### src/rtl/mul_div_unit.sv
// Iterative N-bit MUL/UDIV/SDIV unit: one bit per cycle, single write-back beat.
// Shift-add multiply and restoring divide share one accumulator and two operand registers.
module mul_div_unit #(
  parameter int N = 64
) (
  input  logic         clk,
  input  logic         reset,
  input  logic         start,
  input  logic [1:0]   op,
  input  logic [N-1:0] a,
  input  logic [N-1:0] b,
  input  logic [4:0]   rd,
  output logic         busy,
  output logic         done,
  output logic         we,
  output logic [4:0]   wa,
  output logic [N-1:0] wd
);

  localparam int CW = $clog2(N);
  localparam logic [1:0] OP_MUL  = 2'b00;
  localparam logic [1:0] OP_UDIV = 2'b01;
  localparam logic [1:0] OP_SDIV = 2'b10;

  typedef enum logic [1:0] {S_IDLE, S_RUN, S_DONE} state_t;

  state_t          state_q, state_d;
  logic [CW-1:0]   cnt_q, cnt_d;
  logic [1:0]      op_q, op_d;
  logic [4:0]      rd_q, rd_d;
  logic            neg_q, neg_d;
  logic            bzero_q, bzero_d;
  logic [N-1:0]    acc_q, acc_d;
  logic [N-1:0]    x_q, x_d;
  logic [N-1:0]    y_q, y_d;
  logic            done_q, done_d;
  logic            we_q, we_d;
  logic [4:0]      wa_q, wa_d;
  logic [N-1:0]    wd_q, wd_d;
  logic [N:0]      rem_sh;
  logic [N:0]      diff;

  function automatic logic [N-1:0] abs_val(input logic signed [N-1:0] v);
    return v[N-1] ? -v : v;
  endfunction

  function automatic logic [N-1:0] neg_val(input logic [N-1:0] v);
    return ~v + N'(1);
  endfunction

  function automatic logic [N-1:0] final_result(input logic [1:0] o, input logic [N-1:0] prod,
                                                input logic [N-1:0] quo, input logic neg,
                                                input logic bz);
    case (o)
      OP_MUL:  return prod;
      OP_UDIV: return bz ? '0 : quo;
      OP_SDIV: return bz ? '0 : (neg ? neg_val(quo) : quo);
      default: return '0;
    endcase
  endfunction

  always_comb begin
    state_d = state_q;
    cnt_d   = cnt_q;
    op_d    = op_q;
    rd_d    = rd_q;
    neg_d   = neg_q;
    bzero_d = bzero_q;
    acc_d   = acc_q;
    x_d     = x_q;
    y_d     = y_q;
    done_d  = 1'b0;
    we_d    = 1'b0;
    wa_d    = wa_q;
    wd_d    = wd_q;
    rem_sh  = '0;
    diff    = '0;
    case (state_q)
      S_IDLE: begin
        if (start) begin
          state_d = S_RUN;
          cnt_d   = '0;
          op_d    = op;
          rd_d    = rd;
          acc_d   = '0;
          bzero_d = (b == '0);
          if (op == OP_SDIV) begin
            x_d   = abs_val(a);
            y_d   = abs_val(b);
            neg_d = a[N-1] ^ b[N-1];
          end else begin
            x_d   = a;
            y_d   = b;
            neg_d = 1'b0;
          end
        end
      end
      S_RUN: begin
        if (op_q == OP_MUL) begin
          if (y_q[0]) acc_d = acc_q + x_q;
          x_d = x_q << 1;
          y_d = y_q >> 1;
        end else begin
          // Dividend bits shift out of x while quotient bits shift in behind them.
          rem_sh = {acc_q, x_q[N-1]};
          diff   = rem_sh - {1'b0, y_q};
          if (!diff[N]) begin
            acc_d = diff[N-1:0];
            x_d   = {x_q[N-2:0], 1'b1};
          end else begin
            acc_d = rem_sh[N-1:0];
            x_d   = {x_q[N-2:0], 1'b0};
          end
        end
        cnt_d = cnt_q + CW'(1);
        if (cnt_q == CW'(N-1)) begin
          state_d = S_DONE;
          done_d  = 1'b1;
          we_d    = (rd_q != 5'd31);
          wa_d    = rd_q;
          wd_d    = final_result(op_q, acc_d, x_d, neg_q, bzero_q);
        end
      end
      S_DONE:  state_d = S_IDLE;
      default: state_d = S_IDLE;
    endcase
  end

  always_ff @(posedge clk) begin
    if (reset) begin
      state_q <= S_IDLE;
      cnt_q   <= '0;
      done_q  <= 1'b0;
      we_q    <= 1'b0;
      wa_q    <= '0;
      wd_q    <= '0;
    end else begin
      state_q <= state_d;
      cnt_q   <= cnt_d;
      done_q  <= done_d;
      we_q    <= we_d;
      wa_q    <= wa_d;
      wd_q    <= wd_d;
    end
  end

  always_ff @(posedge clk) begin
    op_q    <= op_d;
    rd_q    <= rd_d;
    neg_q   <= neg_d;
    bzero_q <= bzero_d;
    acc_q   <= acc_d;
    x_q     <= x_d;
    y_q     <= y_d;
  end

  assign busy = (state_q != S_IDLE);
  assign done = done_q;
  assign we   = we_q;
  assign wa   = wa_q;
  assign wd   = wd_q;

endmodule

### config.mk
export PLATFORM = sky130hd
export DESIGN_NAME = mul_div_unit
export DESIGN_NICKNAME = d
export VERILOG_FILES = /design/src/rtl/mul_div_unit.sv
export SDC_FILE = /design/constraint.sdc
export NUM_CORES = 1
export LEC_CHECK = 0
export ABC_AREA = 1
export CAP_MARGIN = 0
export CORE_ASPECT_RATIO = 0.6
export CORE_MARGIN = 2
export CORE_UTILIZATION = 45
export CTS_CLUSTER_SIZE = 30
export DETAILED_ROUTE_END_ITERATION = 8
export SLEW_MARGIN = 20
export SYNTH_ARGS = -nofsm -noshare
export SYNTH_HDL_FRONTEND = slang
export SYNTH_SLANG_ARGS = --single-unit
### constraint.sdc
create_clock -name clk -period 7.85 [get_ports clk]
set_input_delay 1.57 -clock clk [delete_from_list [all_inputs] [get_ports clk]]
set_output_delay 1.57 -clock clk [all_outputs]
set_load 0.005 [all_outputs]
Figure 1. Wire density map (run 1).
32 x 19 tiles, from black (low) to pale yellow (high), scaled to the fullest tile. Values are wire area over tile area, all layers added.
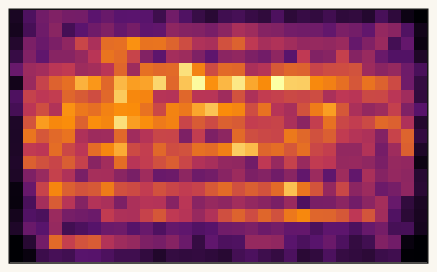
nearly empty tiles: 1.0%
emptiest ninth of the die: bottom right
fullest tile: 0.61
mean over tiles: 0.26
tiles over half the peak: 37%

Figure 2. Placement view (run 1).
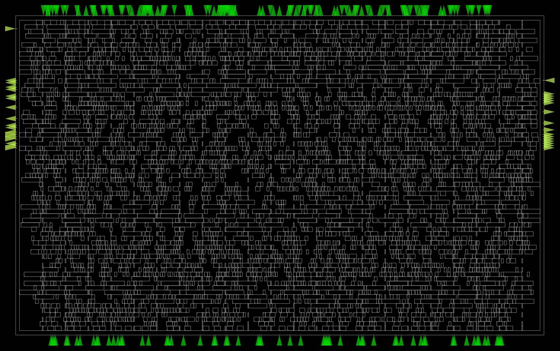
tap cells: 781
final std cells w/o fill: 4,980
sequential cell area share: 24.9%
utilization after layout: 51.8%

==> reports/qor.txt, run 1 <==
Status: finished clean
Die width: 319 µm
CP endpoint: wd[62]
Worst IR drop on VDD: 0.162 mV
Number of non-clock buffers: 239
Met3 Usage GRT: 6.32%
Pre-CTS setup slack: 2800 ps
Crit path time final: 5260 ps
GRT overflow: 0
Final WL: 97.5 mm
Post-Synthesis Net Count: 4,321
Comb/total area: 55.1%
Number of ordinary inverters in the final layout: 495
RSZ-0062 raised after global routing: no
Ys flops: 280
Setup TNS: 0 ps
Skew final: 15.8 ps
Clk pwr: 1440 µW
Initial drt markers: 3,249
Comb power frac: 44.7%
Switching part of the total: 43.4%
Critical Path AT: 5780 ps
Buffers added on ports: 209
Power Sequential: 2010 µW
Drt wl/cell: 19.6 µm
Total Routing Usage GR: 30.9%
Via count: 28,100
Internal power: 3540 µW
Flop count: 280
Routed wl met2: 38.6 mm
CTS H-tree depth: 1
Fp_density: 45.4%
Global-route wire length before repair: 149 mm
Hold_sp: wd[2]
Hold-fix buffers at CTS: 0
DR pass1 iterations: 6
Synth Seq Share: 28.4%
Post-synth EDFFs: 201
Logic family by area: simple AND/OR/NAND/NOR gates
Setup violations, final: 0
R2R Path Start: x_q[63]
XORs/XNORs by Area: 6.23%
IO Pins: 210
DRT antenna net count: 0
Startpoint type of the worst setup path: flop
M1 wire length: 48.0 mm
Worst path depth: 32
CTS sink cnt: 280
MUX share of area: 0%
Figure 3. Gate-type map (run 1).
The bar under the picture is 100 µm long.
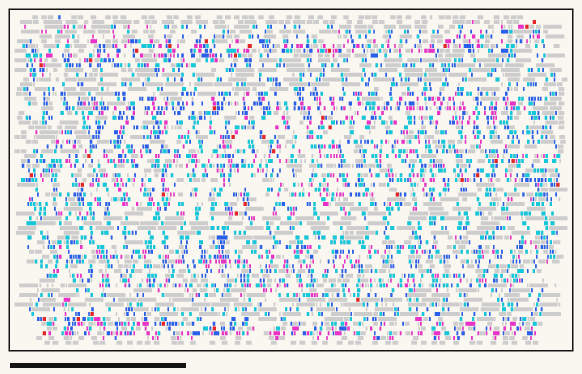
| family | color | cells | where |
|---|---|---|---|
| and/or cells | red | 36 | widely spread |
| nor cells | magenta | 628 | widely spread |
| nand cells | blue | 1,123 | widely spread |
| aoi and oai cells | cyan | 987 | widely spread |

Figure 4. Close-up of the layout (run 1).
The bar under the picture is 10 µm long. Window x 147 to 172, y 45 to 70 µm. Cells in gray, sequential cells in the stronger gray; small squares are vias.
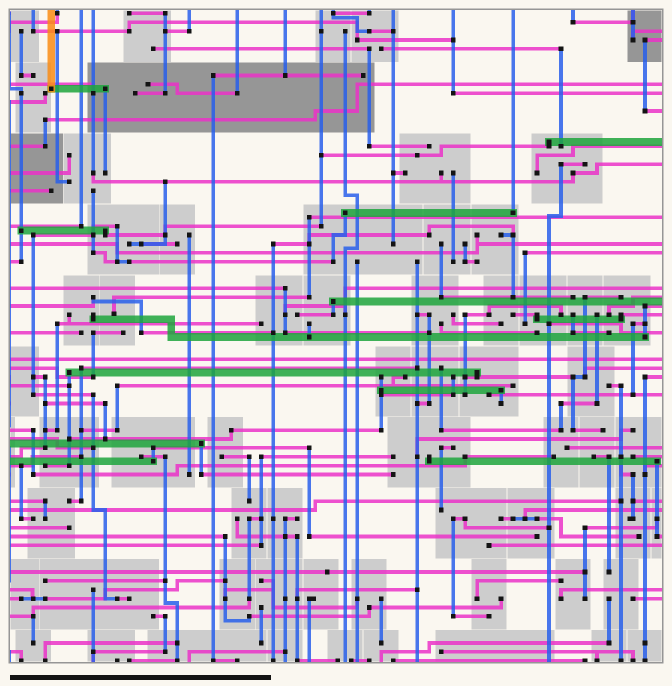

==> run 2: changes to the inputs <==
- clock period: 7.85 -> 5.2 ns (I/O delays scaled with it)
Figure 5. Close-up of the layout (run 2).
The bar under the picture is 10 µm long. Window x 147 to 172, y 45 to 70 µm. Cells in gray, sequential cells in the stronger gray; small squares are vias.
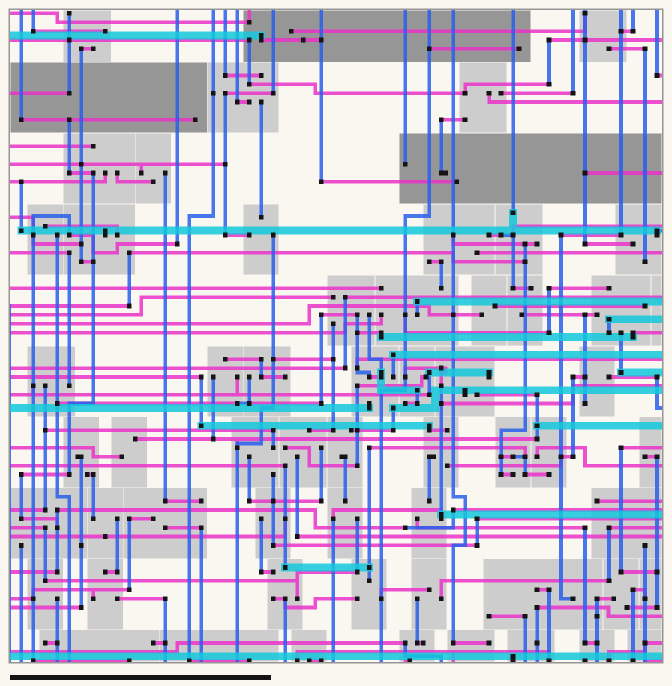
| layer | color |
|---|---|
| M1 | magenta |
| M3 | cyan |
| M2 | blue |
netlist names of flops here include: acc_q (3)
cells with their middle in the window: 51
sequential cells in the window: 3
most frequent: nand2_1 (10), nor2_1 (9), inv_1 (7)

Figure 6. Wire density map (run 2).
32 x 19 tiles, from black (low) to pale yellow (high), scaled to the fullest tile. Values are wire area over tile area, all layers added.
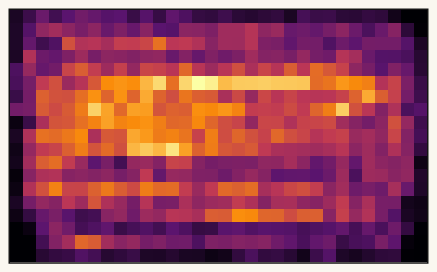
nearly empty tiles: 2.3%
fullest tile: 0.65
mean over tiles: 0.26
emptiest ninth of the die: bottom right
tiles over half the peak: 32%

Figure 7. Routed clock nets over the placement (run 2).
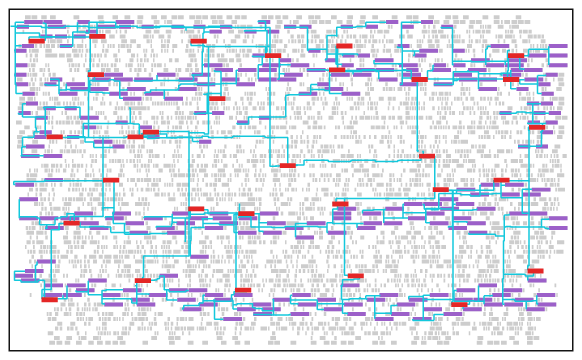
[flip-flops] purple | count: 280
[clock wires] cyan | length: 4,710 µm
[clock-net drivers] red | count: 30
routed clock nets: 31
flops lie: widely spread

==> reports/qor.txt, run 2 <==
Utilization after layout: 52.0%
DRT antenna net count: 0
Clk pwr: 2230 µW
Number of ordinary inverters in the final layout: 495
Internal power: 5350 µW
Initial drt markers: 3,487
Drt wl/cell: 19.6 µm
RSZ-0062 raised after global routing: yes
Post-Synthesis Net Count: 4,321
XORs/XNORs by Area: 6.23%
Via count: 28,300
IO Pins: 210
Global-route wire length before repair: 148 mm
Comb power frac: 44.7%
Status: finished clean
Hold_sp: wd[13]
CP endpoint: wd[46]
Sequential cell area share: 24.8%
GRT overflow: 0
Setup TNS: 0 ps
Switching part of the total: 43.8%
MUX share of area: 0%
Skew final: 32.5 ps
Worst IR drop on VDD: 0.245 mV
Final std cells w/o fill: 4,993
Met3 Usage GRT: 6.47%
DR pass1 iterations: 6
CTS H-tree depth: 1
Power figures rest on the tool's default switching activity, not on a simulated workload.
